### src/rtl/fpga1.sv
// fpga1: packs captured ADC blocks into 11-word checksummed frames and retransmits
// accepted receive frames addressed to the local UDP port, on one shared output stream.
module fpga1 #(
    parameter int RXDEPTH = 16
) (
    input  logic         clock,
    input  logic         reset,
    input  logic [255:0] adcdataout,
    input  logic [3:0]   adcexpout,
    input  logic         adcvalidout,
    input  logic         validin,
    input  logic         sof,
    input  logic         eof,
    input  logic [31:0]  datain,
    input  logic [15:0]  intudpport,
    output logic         fpga1validout,
    output logic         fpga1sof,
    output logic         fpga1eof,
    output logic [31:0]  fpga1dataout
);
    localparam int AW = (RXDEPTH > 1) ? $clog2(RXDEPTH) : 1;
    localparam int CW = $clog2(RXDEPTH + 1);
    localparam int IW = (CW > 4) ? CW : 4;

    typedef enum logic [1:0] {IDLE, TX_ADC, TX_RX, GAP} state_t;

    state_t          state_reg, state_next;
    logic [IW-1:0]   tx_idx_reg, idx_next;
    logic [31:0]     sum_reg, sum_next;
    logic [15:0]     seq_reg, seq_next;
    logic            valid_next, sof_next, eof_next;
    logic [31:0]     data_next;
    logic            take_adc, rx_release;

    logic            adc_pending_reg;
    logic [255:0]    pend_samp_reg, tx_samp_reg;
    logic [3:0]      pend_exp_reg, tx_exp_reg;
    logic [31:0]     samp_words [8];
    logic [2:0]      samp_sel;
    logic [31:0]     adc_word;

    logic [31:0]     rx_mem [RXDEPTH];
    logic [31:0]     rx_rd_data_reg, rx_first_reg;
    logic [AW-1:0]   rx_rd_addr, rx_wr_addr;
    logic            rx_wr_en, rx_accept, rx_start_ok, rx_room, rx_ok_now;
    logic            rx_open_reg, rx_ok_reg, rx_full_reg;
    logic [CW-1:0]   rx_cnt_reg, rx_len_reg, rx_len_next;

    genvar gi;
    generate
        for (gi = 0; gi < 8; gi++) begin : g_samp
            assign samp_words[gi] = tx_samp_reg[32*gi +: 32];
        end
    endgenerate

    // W2 carries the top word of the block, W9 the bottom one.
    assign samp_sel = 3'(4'd9 - tx_idx_reg[3:0]);
    assign adc_word = (tx_idx_reg == IW'(1)) ? {seq_reg, 12'h000, tx_exp_reg} : samp_words[samp_sel];

    // ADC capture slot: latest block wins until its W0 goes out
    always_ff @(posedge clock) begin
        if (!reset)
            adc_pending_reg <= 1'b0;
        else if (adcvalidout)
            adc_pending_reg <= 1'b1;
        else if (take_adc)
            adc_pending_reg <= 1'b0;
    end

    always_ff @(posedge clock) begin
        if (adcvalidout) begin
            pend_samp_reg <= adcdataout;
            pend_exp_reg  <= adcexpout;
        end
        if (take_adc) begin
            tx_samp_reg <= pend_samp_reg;
            tx_exp_reg  <= pend_exp_reg;
        end
    end

    // Receive side: the port and buffer-empty test is decided on the sof word.
    always_comb begin
        rx_start_ok = (datain[31:16] == intudpport) && !rx_full_reg;
        rx_room     = rx_cnt_reg < CW'(RXDEPTH);
        rx_ok_now   = rx_ok_reg && rx_room;
        rx_wr_en    = 1'b0;
        rx_wr_addr  = '0;
        rx_accept   = 1'b0;
        rx_len_next = rx_cnt_reg + CW'(1);
        if (validin) begin
            if (sof) begin
                rx_wr_en    = rx_start_ok;
                rx_accept   = eof && rx_start_ok;
                rx_len_next = CW'(1);
            end else if (rx_open_reg) begin
                rx_wr_en   = rx_ok_now;
                rx_wr_addr = AW'(rx_cnt_reg);
                rx_accept  = eof && rx_ok_now;
            end
        end
    end

    always_ff @(posedge clock) begin
        if (!reset) begin
            rx_open_reg <= 1'b0;
            rx_ok_reg   <= 1'b0;
            rx_cnt_reg  <= '0;
            rx_full_reg <= 1'b0;
            rx_len_reg  <= '0;
        end else begin
            if (validin && sof) begin
                rx_open_reg <= !eof;
                rx_ok_reg   <= rx_start_ok;
                rx_cnt_reg  <= CW'(1);
            end else if (validin && rx_open_reg) begin
                if (rx_room)
                    rx_cnt_reg <= rx_cnt_reg + CW'(1);
                else
                    rx_ok_reg <= 1'b0;
                if (eof)
                    rx_open_reg <= 1'b0;
            end
            if (rx_accept) begin
                rx_full_reg <= 1'b1;
                rx_len_reg  <= rx_len_next;
            end else if (rx_release) begin
                rx_full_reg <= 1'b0;
            end
        end
    end

    // Word 0 is held in a register so a frame can start the cycle after its eof
    // without reading a RAM location written on that same edge.
    always_ff @(posedge clock) begin
        if (validin && sof && rx_start_ok)
            rx_first_reg <= datain;
    end

    assign rx_rd_addr = (state_reg == TX_RX) ? AW'(tx_idx_reg + IW'(1)) : AW'(1);

    always_ff @(posedge clock) begin
        if (rx_wr_en)
            rx_mem[rx_wr_addr] <= datain;
        rx_rd_data_reg <= rx_mem[rx_rd_addr];
    end

    always_comb begin
        state_next = state_reg;
        idx_next   = tx_idx_reg;
        sum_next   = sum_reg;
        seq_next   = seq_reg;
        valid_next = 1'b0;
        sof_next   = 1'b0;
        eof_next   = 1'b0;
        data_next  = '0;
        take_adc   = 1'b0;
        rx_release = 1'b0;
        case (state_reg)
            IDLE: begin
                if (adc_pending_reg) begin
                    take_adc   = 1'b1;
                    valid_next = 1'b1;
                    sof_next   = 1'b1;
                    data_next  = {intudpport, 16'd44};
                    sum_next   = {intudpport, 16'd44};
                    idx_next   = IW'(1);
                    state_next = TX_ADC;
                end else if (rx_full_reg) begin
                    valid_next = 1'b1;
                    sof_next   = 1'b1;
                    data_next  = rx_first_reg;
                    idx_next   = IW'(1);
                    if (rx_len_reg == CW'(1)) begin
                        eof_next   = 1'b1;
                        rx_release = 1'b1;
                        state_next = GAP;
                    end else begin
                        state_next = TX_RX;
                    end
                end
            end
            TX_ADC: begin
                valid_next = 1'b1;
                if (tx_idx_reg == IW'(10)) begin
                    data_next  = sum_reg;
                    eof_next   = 1'b1;
                    seq_next   = seq_reg + 16'd1;
                    state_next = GAP;
                end else begin
                    data_next = adc_word;
                    sum_next  = sum_reg + adc_word;
                    idx_next  = tx_idx_reg + IW'(1);
                end
            end
            TX_RX: begin
                valid_next = 1'b1;
                data_next  = rx_rd_data_reg;
                idx_next   = tx_idx_reg + IW'(1);
                if (tx_idx_reg == IW'(rx_len_reg) - IW'(1)) begin
                    eof_next   = 1'b1;
                    rx_release = 1'b1;
                    state_next = GAP;
                end
            end
            GAP:     state_next = IDLE;
            default: state_next = IDLE;
        endcase
    end

    always_ff @(posedge clock) begin
        if (!reset) begin
            state_reg     <= IDLE;
            tx_idx_reg    <= '0;
            sum_reg       <= '0;
            seq_reg       <= '0;
            fpga1validout <= 1'b0;
            fpga1sof      <= 1'b0;
            fpga1eof      <= 1'b0;
            fpga1dataout  <= '0;
        end else begin
            state_reg     <= state_next;
            tx_idx_reg    <= idx_next;
            sum_reg       <= sum_next;
            seq_reg       <= seq_next;
            fpga1validout <= valid_next;
            fpga1sof      <= sof_next;
            fpga1eof      <= eof_next;
            fpga1dataout  <= data_next;
        end
    end
endmodule

### config.mk
export PLATFORM = sky130hd
export DESIGN_NAME = fpga1
export DESIGN_NICKNAME = d
export VERILOG_FILES = /design/src/rtl/fpga1.sv
export SDC_FILE = /design/constraint.sdc
export NUM_CORES = 1
export LEC_CHECK = 0
export CELL_PAD_IN_SITES_DETAIL_PLACEMENT = 1
export CELL_PAD_IN_SITES_GLOBAL_PLACEMENT = 2
export CORE_ASPECT_RATIO = 1.5
export CORE_MARGIN = 4
export CORE_UTILIZATION = 46
export DETAILED_ROUTE_END_ITERATION = 8
export DONT_BUFFER_PORTS = 1
export PLACE_DENSITY = 0.85
export SLEW_MARGIN = 10
export SYNTH_ARGS = -nofsm -noshare
export SYNTH_HDL_FRONTEND = slang
export SYNTH_SLANG_ARGS = --single-unit
### constraint.sdc
create_clock -name clock -period 11.9 [get_ports clock]
set_input_delay 1.785 -clock clock [delete_from_list [all_inputs] [get_ports clock]]
set_output_delay 1.785 -clock clock [all_outputs]
set_load 0.02 [all_outputs]
Fig. 1: run 1, close-up of the layout
Bar = 10 um. Region (113, 99) to (153, 139) um. Cells in gray, sequential cells in the stronger gray; small squares are vias.
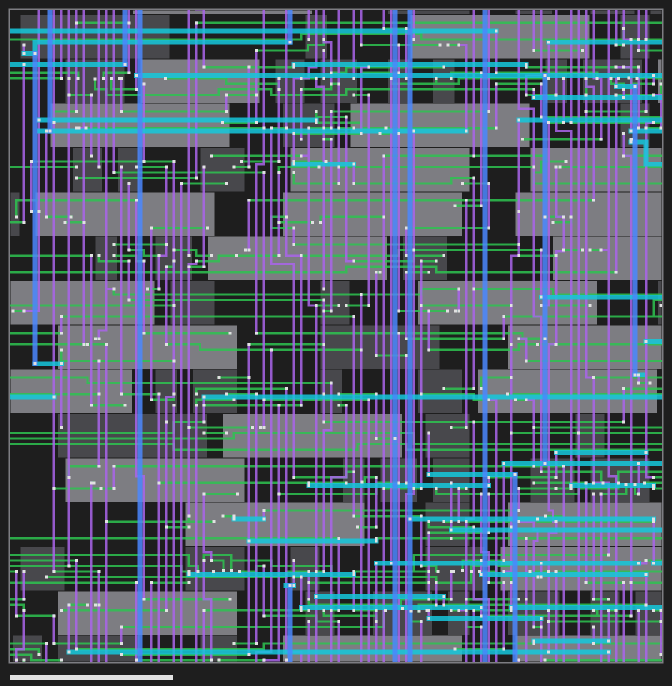
layer	color
met4	blue
met3	cyan
met2	purple
met1	green
netlist names of flops here include	rx_mem (19), rx_first_reg (5)
sequential cells in the window	25
most frequent	edfxtp_1 (24), nand2_1 (10), a21oi_1 (8)
cells with their middle in the window	72

Fig. 2: run 1, met2 routing
Bar = 100 um. Cells faint in the background.
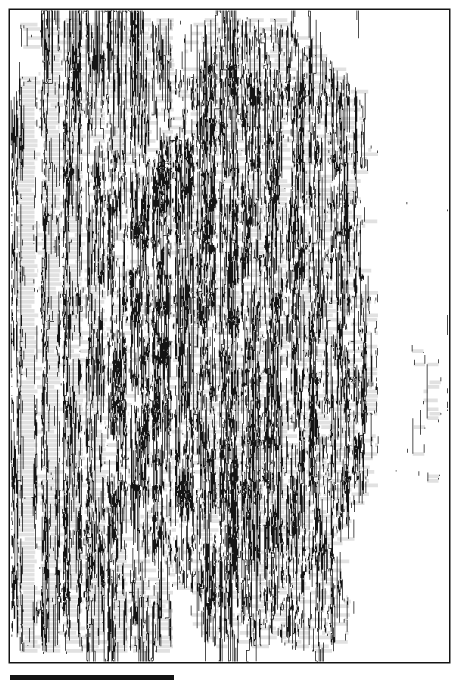
wire length on this layer	62.9 mm
share of all routed wire	51%
nets with wire on the layer	3,033

==> reports/results.md, run 1 <==
| Step | Result | This run |
|:---|:---|:---|
| die | Core ar. | 0.0999 mm2 |
| clocking | Deepest clock path buffer count | 3 |
| worst setup path | Worst path required time | 12.52 ns |
| clocking | Total number of H-tree levels | 3 |
| worst setup path | Chain of cells forming the critical path | buf_4 > mux4_2 > mux2i_1 > o21ai_0 > ha_1 > inv_1 > fa_1 > nor2b_1 > o31ai_1 > a21oi_1 > maj3_2 > a211oi_1 > nor4_2 > o21ai_0 > a21oi_1 > a221oi_1 > xor2_1 > a211oi_1 |
| logic synthesis | Top cells by count | sky130_fd_sc_hd__edfxtp_1, sky130_fd_sc_hd__nand2_1, sky130_fd_sc_hd__a211oi_1, sky130_fd_sc_hd__clkbuf_1, sky130_fd_sc_hd__a21oi_1 |
| logic synthesis | Simple Share, Synth | 0.0765 |
| final layout | Share of post-route cells with drive strength above 1 | 0.101 |
| drt | Met2 wire length | 62,900 um |
| grt | Met2 layer usage reported by global route | 0.398 |
| run status | Run status | finished clean |
| clocking | Post-CTS clock slew at the launch and capture registers of the worst setup and hold paths | 0.07 ns |
| clocking | Number of post-CTS setup repair buffers | 0 |
| sta | TNS Setup | 0 ns |
| sta | Relative slew margins | 0.166 |
| final layout | Area occupied by registers | 0.0347 mm2 |
| clocking | Clock tree from TritonCTS | built |
| pwr | Switch Pwr | 2.92 mW |
| drt | Total length of routed met3 wires | 8930 um |
| final layout | Post-layout instance count excluding filler cells | 4,375 |
| worst setup path | R2r setup slk | 5.89 ns |
| logic synthesis | Share of the synthesized area in the top cell type | 0.690 |
| die | Core Density at Floorplan | 0.463 |
| grt | Vias in the first global route | 28,300 |
| pwr | Proportion of power drawn by flip-flops and latches | 0.487 |
| pwr | Top pwr grp | registers |
| worst setup path | Worst setup path category | flop to flop |
| sta | Achievable frequency | 0.166 GHz |
| grt | Initial antenna violation count | 22 |
| drt | Routed vias/inst | 6.05 |
| logic synthesis | Unique masters post-synth | 77 |
| worst setup path | CP startpoint kind | flop |
| die | Row count | 142 |
Fig. 3: run 1, M1 wires
Bar = 100 um. Supply wires on this layer in gray. Cells faint in the background.
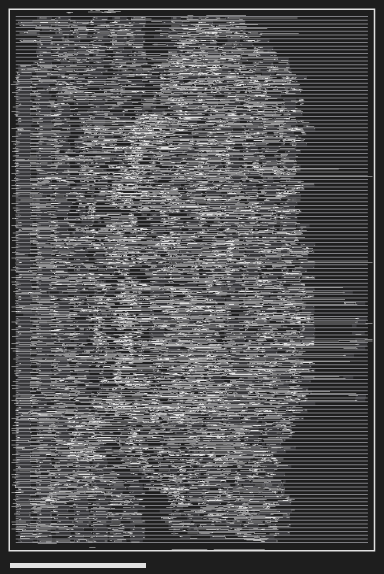
longest straight run	81.9 um
nets with wire on the layer	3,218
routed via count: 26,400
aggregate routed wire length: 122,000 um
met1 track demand over resource in global routing: 0.268

Fig. 4: run 1, drive-strength map
Bar = 100 um.
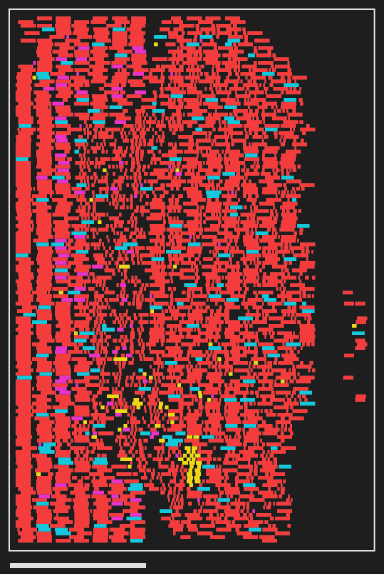
size	color	cells	share	most used
drive 2	magenta	90	2.9%	mux4_2
drive 6 and up	cyan	151	4.9%	clkbuf_16
drive 3 to 4	yellow	70	2.3%	buf_4
drive 1 or less	red	2,761	90%	edfxtp_1

[run 1: final cells by class]
class,instances,share of cell area
Antenna cell,7,0.000340
Clock buffer,129,0.0552
Clock inverter,69,0.0183
Inverter,23,0.00182
Multi-Input combinational cell,1615,0.213
Sequential cell,1200,0.674
Tap cell,1296,0.0315
Timing Repair Buffer,36,0.00574
[run 1: worst paths after layout]
kind                                from                   endpoint  cells after the start
min reg2reg  pend_samp_reg[51]$_DFFE_PP_  tx_samp_reg[51]$_DFFE_PP_                      0
max reg2reg   tx_idx_reg[0]$_SDFFE_PN0P_   sum_reg[28]$_SDFFE_PN0P_                     18
min          pend_samp_reg[51]$_DFFE_PP_  tx_samp_reg[51]$_DFFE_PP_                      0
max           tx_idx_reg[0]$_SDFFE_PN0P_   sum_reg[28]$_SDFFE_PN0P_                     18
--- run 2 (diff from run 1) ---
Clock period 11.9 ns to 5.7 ns, I/O delays scaled along.
Fig. 5: run 2, close-up of the layout
Bar = 10 um. Region (113, 99) to (153, 139) um. Cells in gray, sequential cells in the stronger gray; small squares are vias.
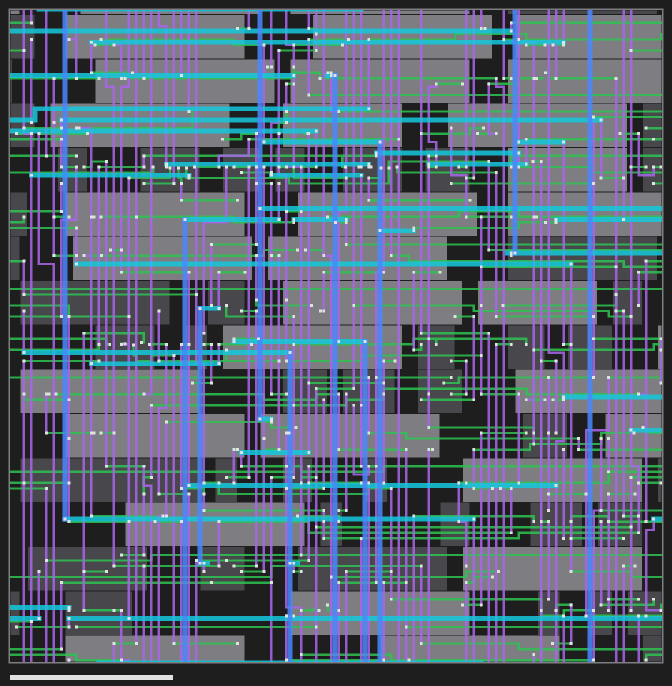
layer	color
met4	blue
met1	green
met2	purple
met3	cyan
sequential cells in the window	28
netlist names of flops here include	rx_mem (22), rx_first_reg (3), rx_rd_data_reg (3)
most frequent	edfxtp_1 (25), nand2_1 (7), a211oi_1 (6)
cells with their middle in the window	65

==> reports/results.md, run 2 <==
| Step | Result | This run | Delta |
|:---|:---|:---|:---|
| grt | Vias in the first global route | 28,400 | +0.22% |
| sta | Achievable frequency | 0.187 GHz | +13% |
| logic synthesis | Top cells by count | sky130_fd_sc_hd__edfxtp_1, sky130_fd_sc_hd__nand2_1, sky130_fd_sc_hd__a211oi_1, sky130_fd_sc_hd__clkbuf_1, sky130_fd_sc_hd__a21oi_1 |  |
| clocking | Clock tree from TritonCTS | built |  |
| die | Row count | 142 | unchanged |
| final layout | Post-layout instance count excluding filler cells | 4,384 | +0.21% |
| pwr | Leakage power total | 16.4 nW |  |
| run status | Run status | finished clean |  |
| grt | Met1 track demand over resource in global routing | 0.280 | +0.0123 |
| worst setup path | CP startpoint kind | flop |  |
| hold path | Hold Path Origin | adcdataout[73] |  |
| clocking | Total number of H-tree levels | 3 | unchanged |
| final layout | Share of post-route cells with drive strength above 1 | 0.104 | +0.00314 |
| logic synthesis | Number of cell instances after yosys synthesis | 3,020 |  |
| drt | Aggregate routed wire length | 126,000 um | +3.2% |
| worst setup path | Worst path required time | 6.27 ns | -6.25 ns |
| worst setup path | Endpoint of the most critical setup path | sum_reg[30]$_SDFFE_PN0P_ |  |
| worst setup path | Crit path launch | tx_idx_reg[2]$_SDFFE_PN0P_ |  |
| drt | Routed via count | 26,400 | -0.0076% |
| hold path | Hold path endpoint | pend_samp_reg[73]$_DFFE_PP_ |  |
| worst setup path | Startpoint of the lowest-slack register-to-register path | tx_idx_reg[2]$_SDFFE_PN0P_ |  |
| worst setup path | Chain of cells forming the critical path | ha_2 > buf_4 > mux2i_1 > o21ai_0 > ha_1 > nor2b_1 > o31ai_1 > a21oi_1 > maj3_2 > a2111oi_4 > nor4_2 > o2111ai_2 > nand2_2 > a311o_1 > a2111oi_2 > and4b_1 |  |
| placed design | Pre-CTS setup slack | 0.524 ns |  |
| die | Core Density at Floorplan | 0.463 | unchanged |
| worst setup path | Cell depth of the worst setup path | 16 | -2 |
| drt | Routed vias/inst | 6.03 | -0.21% |
| worst setup path | R2r setup slk | 0.37 ns | -5.53 ns |
| grt | Initial antenna violation count | 19 | -14% |
| worst setup path | Capture instance of the worst register-to-register path | sum_reg[30]$_SDFFE_PN0P_ |  |
| logic synthesis | Simple Share, Synth | 0.0765 | unchanged |
| drt | Total length of routed met3 wires | 8780 um | -1.6% |
| clocking | Post-CTS clock slew at the launch and capture registers of the worst setup and hold paths | 0.07 ns | about the same |
| drt | Met2 wire length | 65,700 um | +4.5% |
| die | Core ar. | 0.0999 mm2 | unchanged |
| logic synthesis | Unique masters post-synth | 77 | unchanged |
| hold path | Worst hold path cell count | 0 | unchanged |
| logic synthesis | Share of the synthesized area in the top cell type | 0.690 | unchanged |
| logic synthesis | Adder-cell share of the synthesized area | 0.0110 |  |
| sta | TNS Setup | 0 ns | unchanged |
| worst setup path | CP Max Fanout | 20 |  |
| clocking | Deepest clock path buffer count | 3 | unchanged |
-- run 2: layout make-up --
type / instances / area, um2
Multi-Input combinational cell: 1615 / 11000
Timing Repair Buffer: 49 / 418
Inverter: 23 / 93.8
Antenna cell: 3 / 7.51
Fill cell: 9442 / 48500
Sequential cell: 1200 / 34700
Tap cell: 1296 / 1620
Clock buffer: 132 / 2820
Clock inverter: 66 / 762
-- run 2: power breakdown --
part / switching [mW] / leakage [nW] / internal (mW)
registers: 0.404 / 11.0 / 10.3
clock network: 3.24 / 1.73 / 4.15
logic: 2.46 / 3.73 / 1.20
total: 6.10 / 16.4 / 15.6
Power is estimated from default activity; no workload was simulated.
